[src/rtl/symbol_error_counter.sv]
// Symbol error counter: compares sliced rx I/Q symbols against a delayed copy of
// the tx reference and accumulates per-rail and complex symbol errors over a fixed window.
module symbol_error_counter #(
  parameter int DLY_W      = 5,
  parameter int FLUSH_SYMS = 32,
  parameter int WIN_LOG2   = 10,
  parameter int CNT_W      = 11
) (
  input  logic                clk,
  input  logic                reset,
  input  logic                sym_clk_ena,
  input  logic                start,
  input  logic [DLY_W-1:0]    delay_sel,
  input  logic [1:0]          tx_syms_i,
  input  logic [1:0]          tx_syms_q,
  input  logic [1:0]          rx_syms_i,
  input  logic [1:0]          rx_syms_q,
  output logic [CNT_W-1:0]    err_count_i,
  output logic [CNT_W-1:0]    err_count_q,
  output logic [CNT_W-1:0]    err_count,
  output logic [WIN_LOG2:0]   sym_count,
  output logic                busy,
  output logic                done
);

  localparam int DEPTH = 2**DLY_W - 1;
  localparam int FL_W  = $clog2(FLUSH_SYMS + 1);
  localparam int SYM_W = WIN_LOG2 + 1;

  typedef enum logic [1:0] {
    ST_IDLE    = 2'd0,
    ST_FLUSH   = 2'd1,
    ST_MEASURE = 2'd2,
    ST_DONE    = 2'd3
  } state_t;

  // Reference delay line, {i,q} packed per entry; entry gi holds tx delayed by gi+1 symbols.
  logic [3:0] dly_reg [DEPTH];
  logic [3:0] tap_vec [DEPTH+1];

  assign tap_vec[0] = {tx_syms_i, tx_syms_q};

  generate
    for (genvar gi = 0; gi < DEPTH; gi++) begin : g_dly
      if (gi == 0) begin : g_first
        always_ff @(posedge clk) begin
          if (reset)
            dly_reg[gi] <= 4'b0000;
          else if (sym_clk_ena)
            dly_reg[gi] <= {tx_syms_i, tx_syms_q};
        end
      end else begin : g_rest
        always_ff @(posedge clk) begin
          if (reset)
            dly_reg[gi] <= 4'b0000;
          else if (sym_clk_ena)
            dly_reg[gi] <= dly_reg[gi-1];
        end
      end
      assign tap_vec[gi+1] = dly_reg[gi];
    end
  endgenerate

  logic [3:0] ref_sym;
  logic       miss_i;
  logic       miss_q;

  assign ref_sym = tap_vec[delay_sel];
  assign miss_i  = (rx_syms_i != ref_sym[3:2]);
  assign miss_q  = (rx_syms_q != ref_sym[1:0]);

  state_t            state_reg, state_next;
  logic [FL_W-1:0]   flush_cnt_reg, flush_cnt_next;
  logic [SYM_W-1:0]  sym_count_reg, sym_count_next;
  logic [CNT_W-1:0]  err_i_reg, err_i_next;
  logic [CNT_W-1:0]  err_q_reg, err_q_next;
  logic [CNT_W-1:0]  err_reg, err_next;
  logic              busy_reg, busy_next;
  logic              done_reg, done_next;

  // Saturating increment; holds at all-ones rather than wrapping.
  function automatic logic [CNT_W-1:0] sat_inc(input logic [CNT_W-1:0] cnt, input logic inc);
    logic [CNT_W-1:0] res;
    res = cnt;
    if (inc && (cnt != {CNT_W{1'b1}}))
      res = cnt + 1'b1;
    return res;
  endfunction

  always_ff @(posedge clk) begin
    if (reset) begin
      state_reg     <= ST_IDLE;
      flush_cnt_reg <= '0;
      sym_count_reg <= '0;
      err_i_reg     <= '0;
      err_q_reg     <= '0;
      err_reg       <= '0;
      busy_reg      <= 1'b0;
      done_reg      <= 1'b0;
    end else begin
      state_reg     <= state_next;
      flush_cnt_reg <= flush_cnt_next;
      sym_count_reg <= sym_count_next;
      err_i_reg     <= err_i_next;
      err_q_reg     <= err_q_next;
      err_reg       <= err_next;
      busy_reg      <= busy_next;
      done_reg      <= done_next;
    end
  end

  always_comb begin
    state_next     = state_reg;
    flush_cnt_next = flush_cnt_reg;
    sym_count_next = sym_count_reg;
    err_i_next     = err_i_reg;
    err_q_next     = err_q_reg;
    err_next       = err_reg;
    busy_next      = busy_reg;
    done_next      = done_reg;

    case (state_reg)
      ST_IDLE, ST_DONE: begin
        // A strobe coincident with start is deliberately not counted toward the flush.
        if (start) begin
          state_next     = ST_FLUSH;
          flush_cnt_next = '0;
          sym_count_next = '0;
          err_i_next     = '0;
          err_q_next     = '0;
          err_next       = '0;
          busy_next      = 1'b1;
          done_next      = 1'b0;
        end
      end
      ST_FLUSH: begin
        if (sym_clk_ena) begin
          if (flush_cnt_reg == FL_W'(FLUSH_SYMS - 1)) begin
            state_next     = ST_MEASURE;
            flush_cnt_next = '0;
          end else begin
            flush_cnt_next = flush_cnt_reg + 1'b1;
          end
        end
      end
      ST_MEASURE: begin
        if (sym_clk_ena) begin
          sym_count_next = sym_count_reg + 1'b1;
          err_i_next     = sat_inc(err_i_reg, miss_i);
          err_q_next     = sat_inc(err_q_reg, miss_q);
          err_next       = sat_inc(err_reg, miss_i | miss_q);
          if (sym_count_reg == SYM_W'(2**WIN_LOG2 - 1)) begin
            state_next = ST_DONE;
            busy_next  = 1'b0;
            done_next  = 1'b1;
          end
        end
      end
      default: begin
        state_next = ST_IDLE;
        busy_next  = 1'b0;
        done_next  = 1'b0;
      end
    endcase
  end

  assign err_count_i = err_i_reg;
  assign err_count_q = err_q_reg;
  assign err_count   = err_reg;
  assign sym_count   = sym_count_reg;
  assign busy        = busy_reg;
  assign done        = done_reg;

endmodule
[config.mk]
export PLATFORM = sky130hd
export DESIGN_NAME = symbol_error_counter
export DESIGN_NICKNAME = d
export VERILOG_FILES = /design/src/rtl/symbol_error_counter.sv
export SDC_FILE = /design/constraint.sdc
export NUM_CORES = 1
export LEC_CHECK = 0
export CAP_MARGIN = 20
export CORE_MARGIN = 2
export CORE_UTILIZATION = 55
export DETAILED_ROUTE_END_ITERATION = 12
export HOLD_SLACK_MARGIN = 0.05
export MAX_ROUTING_LAYER = met4
export PLACE_DENSITY = 0.75
export SLEW_MARGIN = 30
export SYNTH_ARGS = -nofsm -noshare
export SYNTH_HDL_FRONTEND = slang
export SYNTH_SLANG_ARGS = --single-unit
[constraint.sdc]
create_clock -name clk -period 6.65 [get_ports clk]
set_input_delay 0.9975 -clock clk [delete_from_list [all_inputs] [get_ports clk]]
set_output_delay 0.9975 -clock clk [all_outputs]
set_load 0.03 [all_outputs]
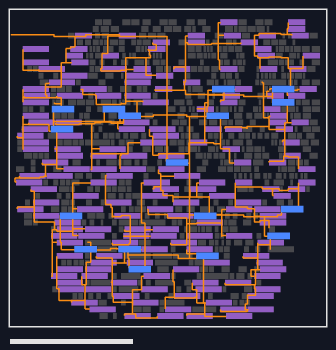
*Clock network drawn from the DEF*
Scale bar: 50 um.
- blue: clock-net drivers (count 17)
- purple: flip-flops (count 178)
- orange: clock wires (length 1,990 um)
- flops lie: all over the die
- routed clock nets: 18

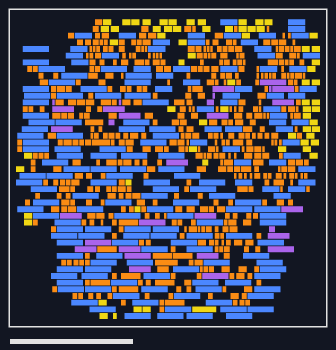
*Placement by cell class*
Scale bar: 50 um.
- orange: remaining logic cells (cells 499)
- blue: sequential cells (cells 178)
- purple: clock drivers and dummy loads (cells 30)
- yellow: remaining buffers and delay cells (cells 67)

==> results.json <==
{
  "outcome": "completed",
  "grt_pass1_vias": 5522,
  "reg2reg_depth": 7,
  "reg2reg_from": "dly_reg[0][16]",
  "tightest_slew_ns": 0.953,
  "tritoncts": "done",
  "vias": 5764,
  "fin_crit_sh_pct": 68.2,
  "nets": 788,
  "wl_per_cell_um": 18.6,
  "wl_um": 17900,
  "antenna_left": 0,
  "holdBufCountCts": 0,
  "powerDensity_nw_per_um2": 290,
  "ys.flops": 178,
  "max_freq_mhz": 221,
  "p_comb_share_pct": 16.7,
  "synth_area_per_cell_um2": 12.0,
  "maxCapViolations": 0,
  "io_pins": 63,
  "drc_errors": 0,
  "netlist_instances": 712,
  "drt-initial-drc-count": 639,
  "syn_area_um2": 8560,
  "drt_pass1_iterations": 5,
  "synth_top_flop_cell": "edfxtp_1",
  "cts.reportedPaths.clkPinSlew_ns": 0.07,
  "area_growth_pct": 16.0,
  "ys_seq_share_pct": 56.1,
  "root_buffer": "clkbuf_16",
  "syn_nets": 737,
  "antenna_found_initial": 0,
  "drive_gt1_share_pct": 7.62,
  "stdcell_count": 962,
  "crit_fanout": 16,
  "grt_max_degree": 125,
  "grt_pass1_wl_um": 28500,
  "hold_depth": 2,
  "synth_cell_type_count": 63,
  "cts_buffers": 17,
  "cts_max_level": 4,
  "die_y_um": 129,
  "numPortBuffers": 62,
  "reg2reg_to": "err_count[8]",
  "ir_drop_mv": 0.213,
  "dp.cells": 931,
  "hpwl_um": 11400
}
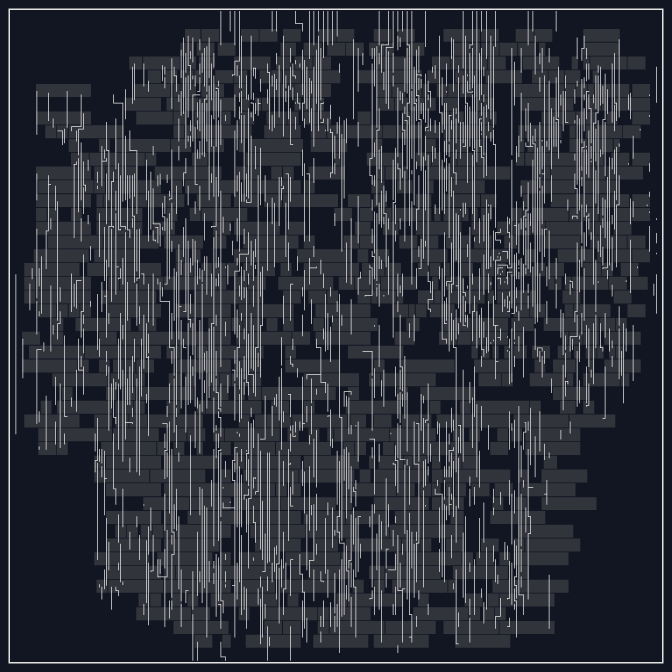
*Metal 2*
- share of all routed wire: 49%
- nets with wire on the layer: 708
- main direction: vertical
- longest straight run: 40.8 um
- wire length on this layer: 8,720 um

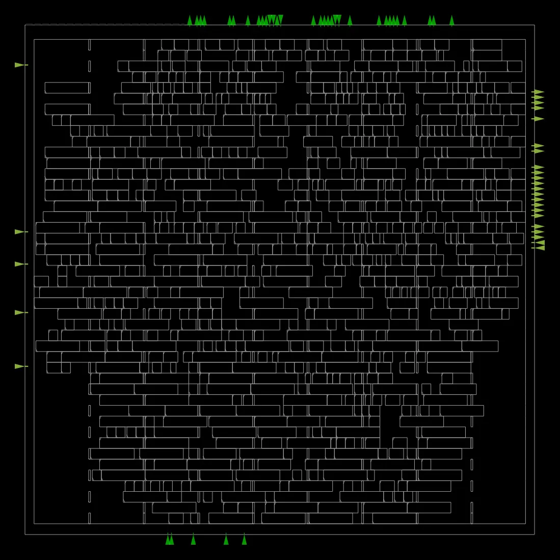
*Placed standard cells*
registers: 178
Well Taps: 188
FP Rows: 45
Layout fillers: 1,122

-- worst max-delay path, stage by stage --
cell             delay, ns
clkdlybuf4s50_1       0.78
nor2b_1               0.82
a22oi_1               0.22
a211oi_1              0.52
nor4_4                0.09
xnor2_1               0.21
nand4_1               0.45
a21oi_2               0.57
a221o_1               0.24
-- logic make-up (layout without fill, tap and decap cells) --
kind of cell | Yosys count | in the layout | share of synthesized area (%)
compound gates | 105 | 105 | 9.10
mux | 64 | 64 | 9.06
xor+xnor | 25 | 25 | 2.56
buf+inv | 45 | 107 | 2.76
fa+ha+maj | 8 | 8 | 1.17
flops | 178 | 178 | 56.1
simple gates | 287 | 287 | 19.2
-- cell usage after synthesis, types with 11 or more instances --
master    number
a21o_1        11
a21oi_1       20
a22oi_1       18
and2_1       125
and3_1        11
clkbuf_1      26
dfxtp_1       54
edfxtp_1     124
mux2i_1       51
nand2_1       27
nand3_1       25
nand4_1       12
nor2_1        40
xnor2_1       11
xor2_1        14
-- cell type report --
| cell class | count | area, um2 |
|---|---|---|
| Clock buffer | 19 | 433 |
| Fill cell | 1122 | 5270 |
| Tap cell | 188 | 235 |
| Sequential cell | 178 | 4800 |
| Multi-Input combinational cell | 489 | 3540 |
| Clock inverter | 11 | 211 |
| Inverter | 10 | 37.5 |
| Timing Repair Buffer | 67 | 673 |
-- how the worst min path moves through the flow --
| stage | startpoint | slack [ns] | to |
|---|---|---|---|
| after floorplan | flush_cnt_reg[5] | 0.46 | flush_cnt_reg[5] |
| after detailed placement | sym_count[1] | 0.49 | sym_count[1] |
| after global routing | flush_cnt_reg[1] | 0.52 | flush_cnt_reg[1] |
| after global placement | done | 0.47 | done |
| after CTS | sym_count[1] | 0.50 | sym_count[1] |
| final | sym_count[1] | 0.50 | sym_count[1] |
-- placed cells by master, fill, tap and decap left out, drive strengths merged, types with 10 or more instances in the layout --
master / count
and2: 125
edfxtp: 124
clkdlybuf4s50: 61
dfxtp: 54
mux2i: 52
nor2: 41
nand2: 27
nand3: 25
a21oi: 22
a22oi: 20
clkbuf: 19
xor2: 14
nand4: 12
xnor2: 11
a21o: 11
and3: 11
inv: 10
nor2b: 10
mux4: 10
-- per-stage QoR --
stage          util (%)  setup slack [ns]  cell area, um2  hold WS (ns)
2_1_floorplan         -              3.27            8560         0.455
3_3_place_gp       60.9              1.91            9250         0.466
3_5_place_dp       60.9              1.74            9260         0.487
4_1_cts            65.1              2.18            9900         0.496
5_1_grt            65.3              1.85            9930         0.523
6_report           65.3              2.12            9930         0.496
-- power groups by stage --
| stage | sequential, W | clock [W] | combinational [W] |
|---|---|---|---|
| after floorplan | 0.00132 | 0 | 0.000326 |
| after global placement | 0.00131 | 0 | 0.000449 |
| after detailed placement | 0.00132 | 0 | 0.000467 |
| after CTS | 0.00130 | 0.00111 | 0.000471 |
| after global routing | 0.00130 | 0.00116 | 0.000520 |
| final | 0.00130 | 0.00110 | 0.000480 |
-- per-layer routing --
metal	global-route usage [%]	share of wire (%)
met5	-	0
met4	6.20	1.5
met3	5.11	5.2
met2	34.8	49
met1	30.8	45
No activity file was given, so power comes from the tool's default toggle rates.
